--- src/rtl/srmt_restore_ctrl.sv ---
// srmt_restore_ctrl
//   Speculative rename map restore controller. After a pipeline flush it
//   copies the committed rename map (CRMT) into the speculative map (SRMT)
//   two logical registers per cycle. This takes 16 cycles for all 32
//   registers. While a restore is running, rename writes are discarded and
//   rename is stalled. Outside a restore, rename writes pass straight through
//   to the SRMT.
//
//   Optional feature macro: SRMT_RESTORE_REDO_EN
//     If this macro is defined, a retire (crmt_upd_i) during a restore
//     forces another full pass. The done pulse is issued only after a pass
//     with no retire in it.
//
// Ports
//   cpu_clk_i, cpu_rst_i          clock, async active-high reset
//   flush_i                       start/restart a restore
//   rn_w{0,1}_{logical,phys,we}_i rename-stage write requests
//   crmt_addr{0,1}_o              committed-map read addresses
//   crmt_data{0,1}_i              committed-map read data (combinational)
//   crmt_upd_i                    committed map written this cycle
//   srmt_w{0,1}_{logical,phys,we}_o speculative-map write ports
//   rename_stall_o                rename must hold
//   restore_done_o                one-cycle pulse when the restore completes
//
// State table
//   IDLE    | rename writes pass through to the SRMT
//   RESTORE | copy CRMT pair idx into the SRMT each cycle
module srmt_restore_ctrl (
  input  logic       cpu_clk_i,
  input  logic       cpu_rst_i,
  input  logic       flush_i,
  input  logic [4:0] rn_w0_logical_i,
  input  logic [5:0] rn_w0_phys_i,
  input  logic       rn_w0_we_i,
  input  logic [4:0] rn_w1_logical_i,
  input  logic [5:0] rn_w1_phys_i,
  input  logic       rn_w1_we_i,
  output logic [4:0] crmt_addr0_o,
  output logic [4:0] crmt_addr1_o,
  input  logic [5:0] crmt_data0_i,
  input  logic [5:0] crmt_data1_i,
  input  logic       crmt_upd_i,
  output logic [4:0] srmt_w0_logical_o,
  output logic [5:0] srmt_w0_phys_o,
  output logic       srmt_w0_we_o,
  output logic [4:0] srmt_w1_logical_o,
  output logic [5:0] srmt_w1_phys_o,
  output logic       srmt_w1_we_o,
  output logic       rename_stall_o,
  output logic       restore_done_o
);

  typedef enum logic {
    IDLE    = 1'b0,
    RESTORE = 1'b1
  } state_t;

  state_t     state_q, state_d;
  logic [3:0] idx_q, idx_d;
  logic       done_q, done_d;
  logic       redo_q, redo_d;
  logic       redo_hit;

`ifdef SRMT_RESTORE_REDO_EN
  // A retire in the final cycle of a pass also counts, because the
  // retire's CRMT write would otherwise be lost for pairs already copied.
  assign redo_hit = redo_q | crmt_upd_i;

  always_ff @(posedge cpu_clk_i or posedge cpu_rst_i) begin
    if (cpu_rst_i) redo_q <= 1'b0;
    else           redo_q <= redo_d;
  end
`else
  logic unused_crmt_upd;
  logic unused_redo_d;
  assign unused_crmt_upd = crmt_upd_i;
  assign unused_redo_d   = redo_d;
  assign redo_hit        = 1'b0;
  assign redo_q          = 1'b0;
`endif

  always_ff @(posedge cpu_clk_i or posedge cpu_rst_i) begin
    if (cpu_rst_i) begin
      state_q <= IDLE;
      idx_q   <= 4'd0;
      done_q  <= 1'b0;
    end else begin
      state_q <= state_d;
      idx_q   <= idx_d;
      done_q  <= done_d;
    end
  end

  // Next-state logic.
  always_comb begin
    state_d = state_q;
    idx_d   = idx_q;
    done_d  = 1'b0;
    redo_d  = redo_q;
    case (state_q)
      IDLE: begin
        if (flush_i) begin
          state_d = RESTORE;
          idx_d   = 4'd0;
          redo_d  = 1'b0;
        end
      end
      RESTORE: begin
        if (flush_i) begin
          idx_d  = 4'd0;
          redo_d = 1'b0;
        end else if (idx_q == 4'hf) begin
          idx_d  = 4'd0;
          redo_d = 1'b0;
          if (!redo_hit) begin
            state_d = IDLE;
            done_d  = 1'b1;
          end
        end else begin
          idx_d  = idx_q + 4'd1;
          redo_d = redo_hit;
        end
      end
      default: begin
        state_d = IDLE;
        idx_d   = 4'd0;
      end
    endcase
  end

  // Output logic.
  always_comb begin
    crmt_addr0_o      = 5'd0;
    crmt_addr1_o      = 5'd0;
    srmt_w0_logical_o = rn_w0_logical_i;
    srmt_w0_phys_o    = rn_w0_phys_i;
    // In reset, the flush input only drives the stall output. The rename
    // writes are passed through unchanged.
    srmt_w0_we_o      = rn_w0_we_i & ~(flush_i & ~cpu_rst_i);
    srmt_w1_logical_o = rn_w1_logical_i;
    srmt_w1_phys_o    = rn_w1_phys_i;
    srmt_w1_we_o      = rn_w1_we_i & ~(flush_i & ~cpu_rst_i);
    rename_stall_o    = flush_i;
    if (state_q == RESTORE) begin
      crmt_addr0_o      = {idx_q, 1'b0};
      crmt_addr1_o      = {idx_q, 1'b1};
      srmt_w0_logical_o = {idx_q, 1'b0};
      srmt_w0_phys_o    = crmt_data0_i;
      srmt_w0_we_o      = 1'b1;
      srmt_w1_logical_o = {idx_q, 1'b1};
      srmt_w1_phys_o    = crmt_data1_i;
      srmt_w1_we_o      = 1'b1;
      rename_stall_o    = 1'b1;
    end
  end

  assign restore_done_o = done_q;

endmodule

--- config.mk ---
export PLATFORM = sky130hd
export DESIGN_NAME = srmt_restore_ctrl
export DESIGN_NICKNAME = d
export VERILOG_FILES = /design/src/rtl/srmt_restore_ctrl.sv
export SDC_FILE = /design/constraint.sdc
export NUM_CORES = 1
export LEC_CHECK = 0
export CAP_MARGIN = 20
export CORE_AREA = 2 2 52 54
export DETAILED_ROUTE_END_ITERATION = 8
export DIE_AREA = 0 0 54 56
export GPL_TIMING_DRIVEN = 1
export PLACE_DENSITY = 0.78
export SYNTH_ARGS = -nofsm -noshare
export SYNTH_HDL_FRONTEND = slang
export SYNTH_SLANG_ARGS = --single-unit
export TNS_END_PERCENT = 10
--- constraint.sdc ---
create_clock -name cpu_clk_i -period 1.6 [get_ports cpu_clk_i]
set_input_delay 0.32 -clock cpu_clk_i [delete_from_list [all_inputs] [get_ports cpu_clk_i]]
set_output_delay 0.32 -clock cpu_clk_i [all_outputs]
set_load 0.1 [all_outputs]
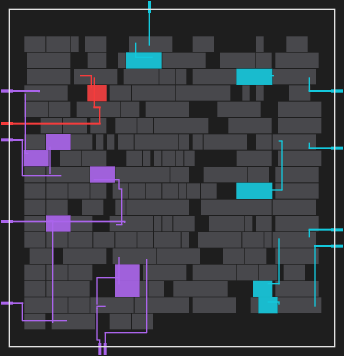
(images/io_fan.png)
Drawn at 6 px/um.
cyan -> `srmt_w0_logical_o`  # direction output, edge 4 right, 1 top, end cells 5, buffers 5, wire 62.2 um
red -> `srmt_w1_we_o`  # direction output, edge left, end cells 1, buffers 1, wire 26.9 um
purple -> `srmt_w0_phys_o`  # direction output, edge 4 left, 2 bottom, end cells 6, buffers 6, wire 136 um
number of buffers added on ports: 73
I/O pin cnt: 76

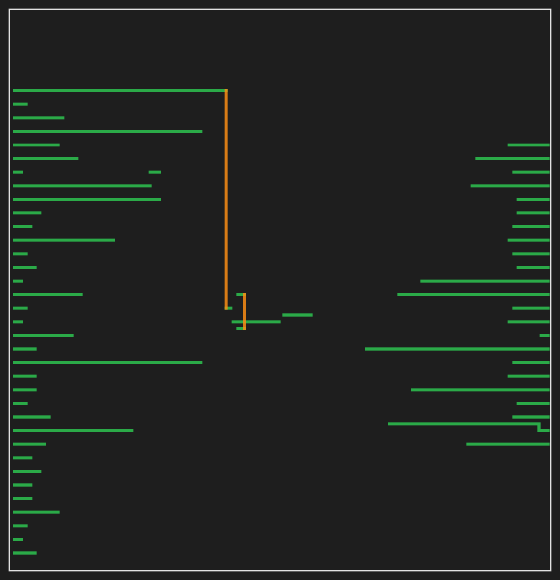
(images/wires.png)
Drawn at 10 px/um. Two of the layers only.
orange -> metal 4  # wire length 25.2 um
green -> metal 3  # wire length 335 um
total number of vias: 854
overall global routing resource usage: 19.2%
drt wl/cell: 13.7 um

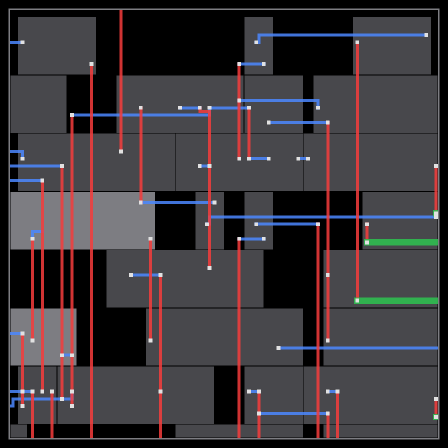
(images/detail.png)
Window x 30 to 50, y 32 to 52 um. Cells in gray, sequential cells in the stronger gray; small squares are vias.
green -> metal 3
red -> metal 2
blue -> metal 1
sequential cells in the window = 1
netlist names of flops here include = `restore_done_o` (1)
cells with their middle in the window = 21
most frequent = buf_12 (8), inv_1 (3), clkdlybuf4s50_1 (3)

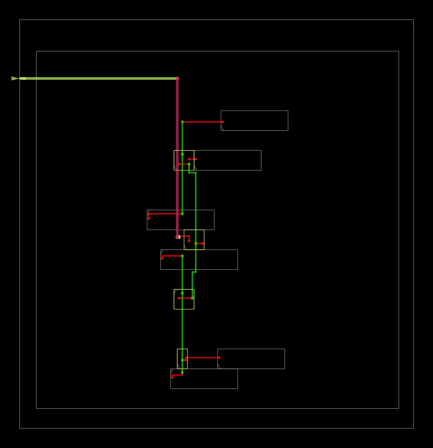
(images/clocks.png)
final-layout clock buffer total: 4
Seq cells: 6

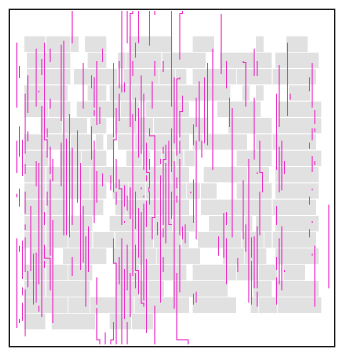
(images/layer_met2.png)
Drawn at 6 px/um.
nets with wire on the layer = 181
longest straight run = 35.0 um
total wire length: 2.55 mm
met2 Use GR: 36.4%

==> job_summary.md <==
## PnR job results

| Metric | Value |
|---|---|
| Setup crit end kind | output port |
| Clock tree sinks | 6 |
| Chip Width | around 54 um |
| Power per cell area | about 520 nW/um2 |
| Data required, critical path | 1.28 ns |
| Post-detailed-route count of antenna-violating nets | 0 |
| Final critical-path required period | between 1.5 and 2 ns |
| Number of antenna violations at the first check in global routing | 0 |
| Setup repair after global routing missed its margin | true |
| Syn-to-layout area delta | 227% |
| GP Congestion | approximately 0.69 |
| Via count of the first global-routing pass | roughly 950 |
| Mapped Area | a little over 600 um2 |
| OpenROAD warning count | 30 |
| Root cell of the clock tree | clkbuf_4 |
| Fraction of the core area covered by cells at the end of the flow | about 83% |
| H-tree depth | 1 |
| Peak ir drop on the vdd network | 0.384 mV |
| Count of warnings emitted by yosys | 0 |
| Final setup violation count | 33 |
| Starting Density | between 20% and 30% |
| Post-synth tally of flip-flops with integrated enable | 0 |
| Most frequent cells after synthesis | inv_1 (13), mux2_2 (12), o21ai_0 (9) |
| Crit Path Category | reg2out |
| Total gr overflow | 0 |
| Count of hold-fix buffers inserted at cts | 0 |
| Initial DRT Pass Iterations | 4 |
| Post-route clock period utilization | 110% |
| Standard cell core area | 2430 um2 |
| Number of antenna repair diodes | 0 |
| Latency at later pin | roughly 0.25 ns |
| Die outline height | between 50 and 60 um |
| Fraction of layout instances using a drive strength above 1 | between 50% and 60% |
| HPWL after detailed placement | roughly 2.3 mm |
| DP Worst Slack | -0.0214 ns |
| Standard-cell rows | 18 |
| Most frequent cells in the layout | clkdlybuf4s50_1 (38), buf_12 (38), mux2_2 (12), inv_1 (9) |
| Vias per cell | approximately 4.6 |
| Clock tree skew after final layout | 0.00730 ns |
| Clock buffer count from CTS | 3 |
| Type of the tightest min-delay check | in2async |
| Peak clock frequency supported by timing | approximately 570 MHz |
| Final max-slew violation count | 0 |
| Distinct cell type count after synthesis | 23 |
| Ys async rst share | 100% |
| Metal1 wirelength | 710 um |
| Highest routed metal layer | met4 |
| Post-synthesis cell type with the largest instance count | inv_1 |
| Top fanout value on the critical path | 8 |
| Initial detailed-routing violation count | 7 |
| Status | finished, violations left |
| Total negative setup slack | -3.66 ns |
| CTS max path bufs | 2 |
| Worst Setup Slack, final | -0.164 ns |
| Metal3 WL | 334 um |
| Synth Net Count | around 120 |
| # fillers | 125 |
| Register bit count reported by yosys | 6 |
| Clock tree from TritonCTS | done |
| Routed length on met2 | 1.48 mm |
| LEAKAGE | around 0.86 nW |
| Leading cell types by total area after synthesis | dfrtp_1 (24%), mux2_2 (22%), buf_4 (8.5%) |
| Final cell count without fillers | 187 |
| Remaining design rule violation count | 0 |
| Arrival time at the worst endpoint | between 1 and 1.5 ns |
| Post-layout net count | ~200 |
| Area of the chip | 3020 um2 |
| Avg Inst Size Synth | around 7.8 um2 |
| Failing checks | negative setup slack |
| Cell area after layout | between 2000 and 2500 um2 |
| Cells after DPL | 178 |
| Clock transition at path regs | around 0.050 ns |
| Post-route worst hold slack | 0.369 ns |
| Post-DP Area | 1890 um2 |
| Fraction of the yosys area taken by sequential cells | roughly 24% |
| # Cells Yosys | 79 |
| Pin count of the biggest net entering global routing | 9 |
| Top flip-flop cell by instance count after synthesis | dfrtp_1 |
| Endpoints failing hold | 0 |
| Portion of synthesized cell area occupied by the leading cell type | roughly a quarter |
| Max-cap viol count | 0 |
| Overall power consumption | between 0.001 and 0.0015 W |
| Number of instances in the synthesized netlist | about 79 |
| Area of the synthesized netlist per yosys stat | between 600 and 700 um2 |
| Cell type with the largest total area | dfrtp_1 |
| Startpoint type of the worst setup path | flip-flop |
| Global-route wire length before repair | 4.21 mm |
## cell families (layout without fill, tap and decap cells)
kind of cell,count (synthesis),count (layout),synth area share (%)
DFF,6,6,24.4
other,1,1,0.609
buffers and inverters,24,102,19.3
xor gates and xnor gates,1,1,1.42
adders and majority gates,1,1,2.03
AOI/OAI and AO/OA,15,15,13.4
muxes,13,13,23.6
and+or+nand+nor,18,18,15.2
## report_power, final
part	switching [W]	internal (W)	total [W]
Combinational	0.000430	0.000288	0.000718
Sequential	0.0000168	0.000158	0.000175
Clock	0.0000582	0.0000947	0.000153
Total	0.000505	0.000541	0.00105
## routing by layer
layer  GRT usage, %  vias to the layer above
met5              0                        -
met4           6.43                        0
met3           6.99                        4
met2           36.4                       66
met1           17.9                      378
li1               -                      406
## critical path, cell delays in order (launching register included)
cell and delay (ns):
dfrtp_4 0.54, bufbuf_16 0.30, o21ai_4 0.16, buf_12 0.19
## path summary, 6_finish.rpt
kind                       startpoint                   end  slack [ns]  cells after the start
max                           state_q  srmt_w0_logical_o[1]       -0.16                      3
min                         cpu_rst_i               state_q        0.37                      3
max reg2reg                   state_q              idx_q[2]        0.20                      5
min reg2reg                  idx_q[3]        restore_done_o        0.65                      2
max in group asynchronous   cpu_rst_i               state_q        1.10                      3
min in group cpu_clk_i       idx_q[3]        restore_done_o        0.65                      2
## sequential cells by signal, indices dropped and copies added, names as in the netlist
name            count
idx_q               4
state_q             1
restore_done_o      1
## repair_timing
action	4_1_cts	5_1_grt
resized	4	1
gates cloned	1	0
setup buffers	4	0
pin swaps	2	1
setup endpoints to repair	33	33
## final cells by class
cell class	count	area (um2)	share of cell area [%]
clock buffers	4	26.3	1.30
inverters	13	63.8	3.17
multi-input cells	49	497	24.6
flip-flops and latches	6	154	7.64
well taps	30	37.5	1.86
repair buffers	85	1240	61.4
Power figures rest on the tool's default switching activity, not on a simulated workload.
